[config.mk]
export PLATFORM = sky130hd
export DESIGN_NAME = lsb_extract_ctrl
export DESIGN_NICKNAME = d
export VERILOG_FILES = /design/src/rtl/lsb_extract_ctrl.sv
export SDC_FILE = /design/constraint.sdc
export NUM_CORES = 1
export LEC_CHECK = 0
export CORE_MARGIN = 5
export CORE_UTILIZATION = 50
export CTS_CLUSTER_DIAMETER = 100
export DETAILED_ROUTE_END_ITERATION = 12
export GPL_TIMING_DRIVEN = 0
export MAX_ROUTING_LAYER = met4
export PLACE_DENSITY = 0.71
export SETUP_SLACK_MARGIN = 0.2
export SYNTH_ARGS = -nofsm -noshare
export SYNTH_HDL_FRONTEND = slang
export SYNTH_SLANG_ARGS = --single-unit
export TNS_END_PERCENT = 10
[constraint.sdc]
create_clock -name clk -period 3.2 [get_ports clk]
set_input_delay 0.32 -clock clk [delete_from_list [all_inputs] [get_ports clk]]
set_output_delay 0.32 -clock clk [all_outputs]
set_load 0.05 [all_outputs]
[src/rtl/lsb_extract_ctrl.sv]
// rtl/lsb_extract_ctrl.sv - LSB-steganography extraction sequencer with bottom-up row addressing and valid/ready byte output
module lsb_extract_ctrl #(
    parameter int WIDTH  = 500,
    parameter int HEIGHT = 332,
    parameter int ADDR_W = 20,
    parameter int LEN_W  = 16
) (
    input  logic              clk,
    input  logic              HRESETn,
    input  logic              start,
    input  logic              abort,
    input  logic [LEN_W-1:0]  msg_len,
    output logic              mem_rd_en,
    output logic [ADDR_W-1:0] mem_addr,
    input  logic [7:0]        mem_rd_data,
    output logic [7:0]        msg_data,
    output logic              msg_valid,
    input  logic              msg_ready,
    output logic              busy,
    output logic              done,
    output logic              err
);

    localparam int ROW_BYTES = 3 * WIDTH;
    localparam int TOTAL     = ROW_BYTES * HEIGHT;

    localparam logic [ADDR_W-1:0] ROW_STEP      = ADDR_W'(ROW_BYTES);
    localparam logic [ADDR_W-1:0] LAST_ROW_BASE = ADDR_W'(ROW_BYTES * (HEIGHT - 1));
    localparam logic [ADDR_W-1:0] TOTAL_P       = ADDR_W'(TOTAL);
    localparam logic [ADDR_W-1:0] OFF_LAST      = ADDR_W'(ROW_BYTES - 1);

    typedef enum logic [2:0] {
        S_IDLE,
        S_RD,
        S_CAP,
        S_EMIT,
        S_FIN
    } state_t;

    state_t             state;
    state_t             state_n;
    logic [10:0]        acc;
    logic [3:0]         nb;
    logic [LEN_W-1:0]   byte_cnt;
    logic [LEN_W-1:0]   len_q;
    logic [ADDR_W-1:0]  p;
    logic [ADDR_W-1:0]  offset;
    logic [ADDR_W-1:0]  row_base;
    logic               err_q;

    logic [3:0]         nb_cap;
    logic [10:0]        acc_cap;
    logic               last_byte;
    logic               overflow;
    logic               unused_rd_hi;

    assign nb_cap       = nb + 4'd3;
    assign acc_cap      = acc | ({8'b0, mem_rd_data[2:0]} << nb);
    assign last_byte    = (byte_cnt + LEN_W'(1)) == len_q;
    assign overflow     = (p == TOTAL_P);
    assign unused_rd_hi = &{1'b0, mem_rd_data[7:3]};

    // Rows are stored bottom-up, so the display row walks memory downwards
    assign mem_addr = row_base + offset;
    assign msg_data = acc[7:0];
    assign err      = err_q;

    always_ff @(posedge clk or negedge HRESETn) begin
        if (!HRESETn) begin
            state <= S_IDLE;
        end else begin
            state <= state_n;
        end
    end

    always_comb begin
        state_n   = state;
        mem_rd_en = 1'b0;
        msg_valid = 1'b0;
        done      = 1'b0;
        busy      = (state != S_IDLE);
        case (state)
            S_IDLE: begin
                if (start) begin
                    state_n = (msg_len == '0) ? S_FIN : S_RD;
                end
            end
            S_RD: begin
                if (overflow) begin
                    state_n = S_FIN;
                end else begin
                    mem_rd_en = 1'b1;
                    state_n   = S_CAP;
                end
            end
            S_CAP: begin
                state_n = (nb_cap >= 4'd8) ? S_EMIT : S_RD;
            end
            S_EMIT: begin
                msg_valid = 1'b1;
                if (msg_ready) begin
                    state_n = last_byte ? S_FIN : S_RD;
                end
            end
            S_FIN: begin
                done    = 1'b1;
                state_n = S_IDLE;
            end
            default: state_n = S_IDLE;
        endcase
        // Abort wins over everything, including a read about to issue
        if (abort) begin
            state_n   = S_IDLE;
            mem_rd_en = 1'b0;
        end
    end

    always_ff @(posedge clk or negedge HRESETn) begin
        if (!HRESETn) begin
            acc      <= '0;
            nb       <= '0;
            byte_cnt <= '0;
            len_q    <= '0;
            p        <= '0;
            offset   <= '0;
            row_base <= '0;
            err_q    <= 1'b0;
        end else if (!abort) begin
            case (state)
                S_IDLE: begin
                    if (start) begin
                        err_q    <= 1'b0;
                        len_q    <= msg_len;
                        acc      <= '0;
                        nb       <= '0;
                        byte_cnt <= '0;
                        p        <= '0;
                        offset   <= '0;
                        row_base <= LAST_ROW_BASE;
                    end
                end
                S_RD: begin
                    if (overflow) begin
                        err_q <= 1'b1;
                    end else begin
                        p <= p + ADDR_W'(1);
                        if (offset == OFF_LAST) begin
                            offset   <= '0;
                            row_base <= row_base - ROW_STEP;
                        end else begin
                            offset <= offset + ADDR_W'(1);
                        end
                    end
                end
                S_CAP: begin
                    acc <= acc_cap;
                    nb  <= nb_cap;
                end
                S_EMIT: begin
                    if (msg_ready) begin
                        acc      <= {8'b0, acc[10:8]};
                        nb       <= nb - 4'd8;
                        byte_cnt <= byte_cnt + LEN_W'(1);
                    end
                end
                default: ;
            endcase
        end
    end

endmodule

**Run 1: cell sizes after repair**

Bar = 50 um.
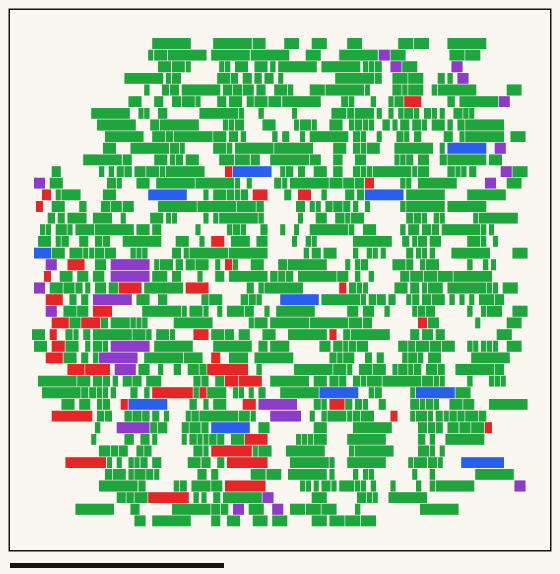
| size | colour | cells |
|---|---|---|
| x1 and smaller | green | 790 |
| x6 and larger | blue | 11 |
| x3 and x4 | purple | 25 |
| x2 | red | 44 |
fin worst setup slack: 298 ps
Area growth, synth to finish: 17.5%
nonclk buf count: 106

**Run 1: register map, names as in the netlist**

Bar = 50 um.
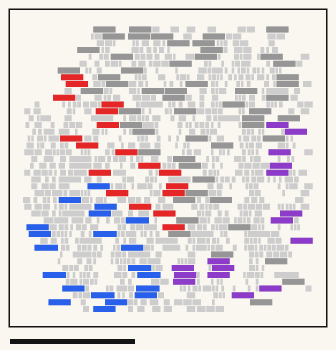
| netlist name | colour | placed flops |
|---|---|---|
| offset | blue | 20 |
| row_base | red | 18 |
| len_q | purple | 16 |
Sequential cell area: 2740 um2
flop share of the area: 34.6%

==> reports/metrics.cfg, run 1 <==
[outcome]
status = finished, violations left
violations = negative hold slack

[worst_setup_path]
r2r-end = row_base[16]$_DFFE_PN0P_
critPathLaunch = offset[4]$_DFFE_PN0P_

[layout]
n_fill_cell = 1190
clkbuf_count = 11
ff_count = 109
lay_top_count = nand2_1
buffer_area_share_pct = 9.98
sh_comb_area_pct = 48.8
largest_class = combinational gates

[power_and_ir_drop]
power_combinational_mw = 1.94
peakVddDrop_mv = 0.466
clock_power_share_pct = 21.1
p_comb_share_pct = 40.3
switching_share_pct = 41.0
powerSeq_mw = 1.85
sequentialPowerShare_pct = 38.6

[final_timing]
setup_tns_ps = 0
hold_slack_ps = -9.67
fmax_ghz = 0.345
fin_crit_sh_pct = 90.7
skew_ps = 8.38
hold_viol = 4
slew_violations = 0
slew_headroom_pct = 38.3
rsz0062_at_grt = true

[global_routing]
grt_pass1_wl_um = 28800
met2_usage_pct = 36.7
grt_overflow = 0
busiest_layer = met2
antenna_found_initial = 0

[synthesis]
synth_cells = 798
top_cell_area_share_pct = 40.4
ff_type = dfrtp_1
yosysMostFrequentCell = nand2_1
avgSynthCellArea_um2 = 8.45
top_cells_by_count = nand2_1 (121), dfrtp_1 (109), nor2_1 (92)
netlist.top_cell.by_area = dfrtp_1
synthDistinctLibCells = 59

[placed_design]
port_buffers = 56
placed_area_um2 = 7550
post-place-ws_ps = -282
place_inst = 1031
gp_congestion = 0.939
hpwlAfterDp_um = 12800

[die]
die_x_um = 126
taps = 176

[route]
drt_iter0_drc = 541
drc = 0
antenna_left = 0
topRoutingLayerUsed = met4
routed-wl-met3_um = 691
wl_met1_um = 7610

[clock_network]
worstSkewPairLatency_ps = 350
post_cts_buffers = 0
cts_tree = built
cts_buffers = 9
clock_path_buffers = 2
post_cts_resized = 65

[hold_path]
hold_class = in -> async

**Run 1: placed cells, one colour a class**

Bar = 50 um.
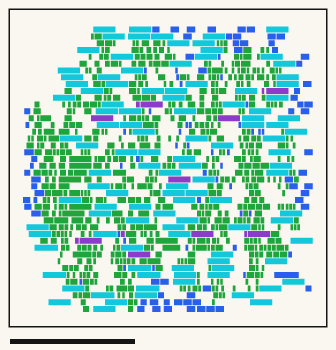
| class | colour | cells |
|---|---|---|
| clock drivers and dummy loads | purple | 14 |
| registers | cyan | 109 |
| remaining logic cells | green | 641 |
| remaining buffers and delay cells | blue | 106 |
Post-Route Utilization: 59.8%
# rows: 42
Core Box Area: 13200 um2
fin area: 7920 um2

-- run 1: worst max-delay path: stages, from the launching register on --
cell and delay (ps):
dfrtp_2 480, ha_2 380, o21ai_2 70, o21ai_2 220, and2_1 200, a41oi_2 200, o21bai_1 230, xor2_1 190
clkbuf_4 260
-- run 1: state kept, by name, indices dropped and copies added (netlist names) --
name and flops:
row_base 18, acc 11, byte_cnt 16, p 20
offset 20, err 1, nb 4, len_q 16
state 3
-- run 1: cell families (layout without fill, tap and decap cells) --
kind of cell               after synthesis  in the layout  share of synthesized area, %
xor gates and xnor gates                67             67                          8.70
DFF                                    109            109                          40.4
buffers and inverters                   63            135                          4.16
adders and majority gates               24             24                          4.42
AOI/OAI and AO/OA                      169            169                          15.5
and+or+nand+nor                        360            360                          25.9
muxes                                    6              6                         0.909
**Run 1: gate-type map**

Bar = 50 um.
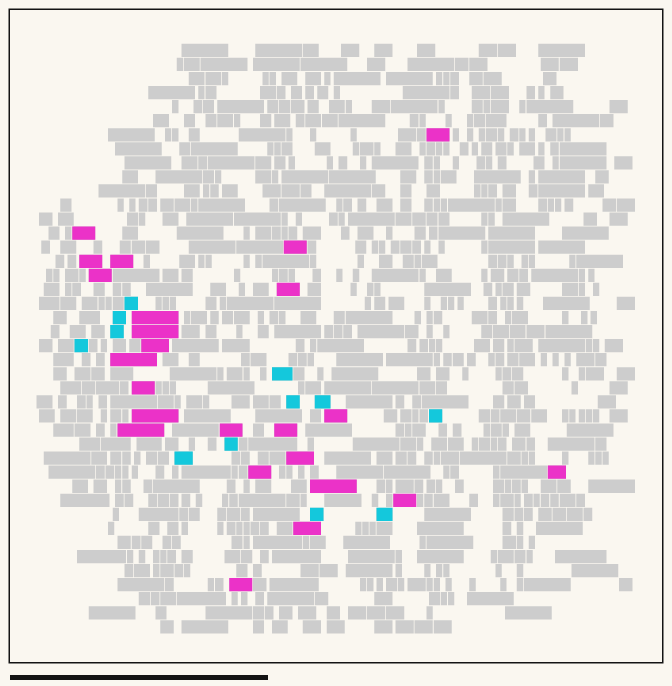

==> run 2: changes to the inputs <==
- ABC_AREA: default -> 1
**Run 2: gate-type map**

Bar = 50 um.
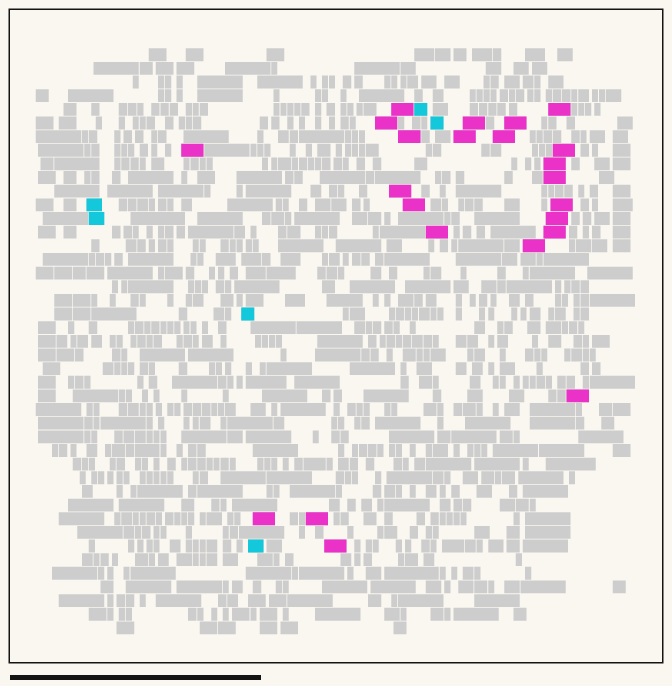
| family | colour | cells | most used |
|---|---|---|---|
| fa/ha/maj cells | magenta | 23 | ha_1 |
| non-inverting ao/oa cells | cyan | 6 | a22o_1 |
non-filler instance count after layout: 1231
Commonest Layout Cell: nand2_1
combinational fraction of the cell area: 47.0%

==> reports/metrics.cfg, run 2 <==
[outcome]
status = finished clean

[clock_network]
clock-sinks = 109
htree_levels = 3
post_cts_buffers = 0  ; unchanged
cts_tree = built
cts_buffers = 9  ; unchanged
clkSlewWorstSetupHoldPaths_ps = 80
cts-root-buf = clkbuf_16
worstSkewPairLatency_ps = 360  ; about the same
clock_path_buffers = 2  ; unchanged

[route]
wl_per_cell_um = 15.0
route.met2.wl_um = 8520
topRoutingLayerUsed = met4
drt_iter0_drc = 591  ; +9.2%
via_per_inst = 5.46
antenna_left = 0  ; unchanged
vias = 6721
routed-wl-met3_um = 999  ; +45%
drc = 0  ; unchanged
drt_pass1_iterations = 5
wl_met1_um = 8650  ; +14%
wirelength_um = 18400

[die]
core_um2 = 14000  ; +5.6%
io_pins = 62
initCoreUtil_pct = 51.4
die_x_um = 130  ; +3.0%
die_y_um = 130
rows = 43  ; +2.4%

[worst_setup_path]
critPathLaunch = p[0]$_DFFE_PN0P_
endpoint = mem_rd_en
worstSetupStartpointType = flip-flop
worst_ep_arrival_time_ps = 2680
critical_path.endpoint_type = primary output
worstRegToRegCells = 11
critical_path.cell_chain = inv_1, ha_1, nand2_1, nor4_1, nand3_1, nand2_1, nor2_1, clkdlybuf4s50_1
cp_num_buf_inv = 2  ; +1
critPathKind = reg -> out
crit_family = simple AND/OR/NAND/NOR gates
cp_slowest_stage_delay_ps = 720  ; +240 ps
critical_path.slowest_cell = clkdlybuf4s50_1
crit_top_cell = nand2_1
cp.required_ps = 2880
r2r-end = offset[5]$_DFFE_PN0P_
crit_cells = 8  ; unchanged

[final_timing]
finalWorstPathRequiredPeriod_ps = 3000
fmax_ghz = 0.333  ; -3.4%
setup_viol = 0
slew_headroom_pct = 52.0  ; +14 points
hold_viol = 0  ; -4
rsz0062_at_grt = true
slew_violations = 0  ; unchanged
fin_crit_sh_pct = 93.9  ; +3.2 points
skew_ps = 10.4  ; +2.00 ps
worst_pin_slew_ps = 720

[layout]
num-nets-final = 1098
n_antenna_cell = 0
area_delta_synth_final_pct = 15.8
layout_top_cells = nand2_1 (250), dfrtp_1 (109), inv_1 (96)
drive_gt1_share_pct = 6.37
reg.largest.list = offset (20), p (20), row_base (18)

[power_and_ir_drop]
clock_power_share_pct = 23.5  ; +2.4 points
power_combinational_mw = 2.16  ; +11%
p_comb_share_pct = 40.7  ; +0.4 points
switching_share_pct = 42.3  ; +1.3 points
sequentialPowerShare_pct = 35.8  ; -2.8 points
internal_power_mw = 3.06
peakVddDrop_mv = 0.529  ; +14%
leakage_nw = 3.69
powerSeq_mw = 1.90  ; +3%
maxPowerGroup = combinational logic
p_sw_mw = 2.25
power_mw = 5.31
powerClk_mw = 1.25
power_per_cell_area_nw_per_um2 = 637

[flow_run]
cap_violations = 0
log.warning_count = 34

[synthesis]
ys_top_logic_family = simple AND/OR/NAND/NOR gates
ys_sh_adder_pct = 4.00  ; -0.42 points
simple_gate_area_share_pct = 31.6  ; +5.7 points
synthDistinctLibCells = 46  ; -22%
top_cell_area_share_pct = 37.9  ; -2.5 points
ys_seq_share_pct = 37.9
avgSynthCellArea_um2 = 7.36  ; -13%
mux_share_pct = 0  ; -0.91 points
ys_chip_area_um2 = 7190
ys_sh_xor_pct = 6.03  ; -2.7 points
yosysMostFrequentCell = nand2_1
syn_area_um2 = 7190
ff_type = dfrtp_1
yosys-top-cells-area = dfrtp_1 (38%), nand2_1 (13%), inv_1 (5.0%)
ys_warn_count = 0
netlist.top_cell.by_area = dfrtp_1
top_cells_by_count = nand2_1 (250), dfrtp_1 (109), inv_1 (96)
synthAoiAreaFrac_pct = 12.6  ; -2.9 points
synth_cells = 978  ; +23%
yosys_cells = 978
synth_nets = 1030

[global_routing]
grt_pass1_vias = 6501
antenna_found_initial = 0  ; unchanged
grt.total_usage_pct = 23.8
met1_usage_pct = 32.1
grt_overflow = 0  ; unchanged
grt_pass1_wl_um = 31300  ; +8.7%
grtUsageMet3_pct = 4.34

[hold_path]
hold_class = in -> async

[placed_design]
hpwlAfterDp_um = 14100  ; +10%
gp_congestion = 0.941  ; +0.28%
place_inst = 1215  ; +18%
port_buffers = 56  ; unchanged

**Run 2: congestion heat map**

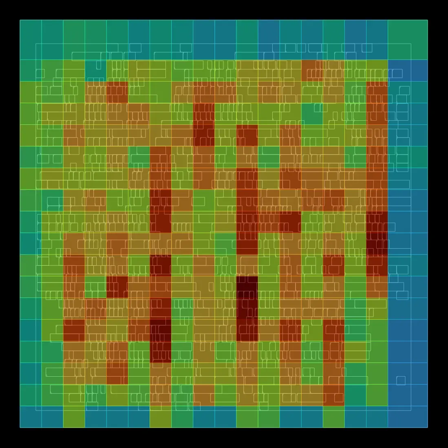
routing usage on met2: 37.0%
grt peak-use layer: met2

[run 2: through the flow]
stage          hold WS (ps)  setup WS, ps  TNS (ps)  util, %  area [um2]
2_1_floorplan          24.4           491         0        -        7190
3_3_place_gp            480         -2520   -273810     57.0        7980
3_5_place_dp            427         -20.7     -20.7     57.2        8010
4_1_cts                42.3           195         0     59.6        8330
5_1_grt                81.6          35.9         0     59.5        8330
6_report               17.5           196         0     59.5        8330
[run 2: repair_timing]
action / CTS / global route
hold buffers: 0 / 0
resized: 31 / 2
setup endpoints to repair: 14 / 13
[run 2: cell type report]
cell class,count,area (um2)
Fill cell,1337,5660
Multi-Input combinational cell,736,3910
Sequential cell,109,2730
Timing Repair Buffer,57,572
Inverter,102,383
Clock buffer,10,239
Tap cell,180,225
Buffer,31,179
Clock inverter,6,91.3
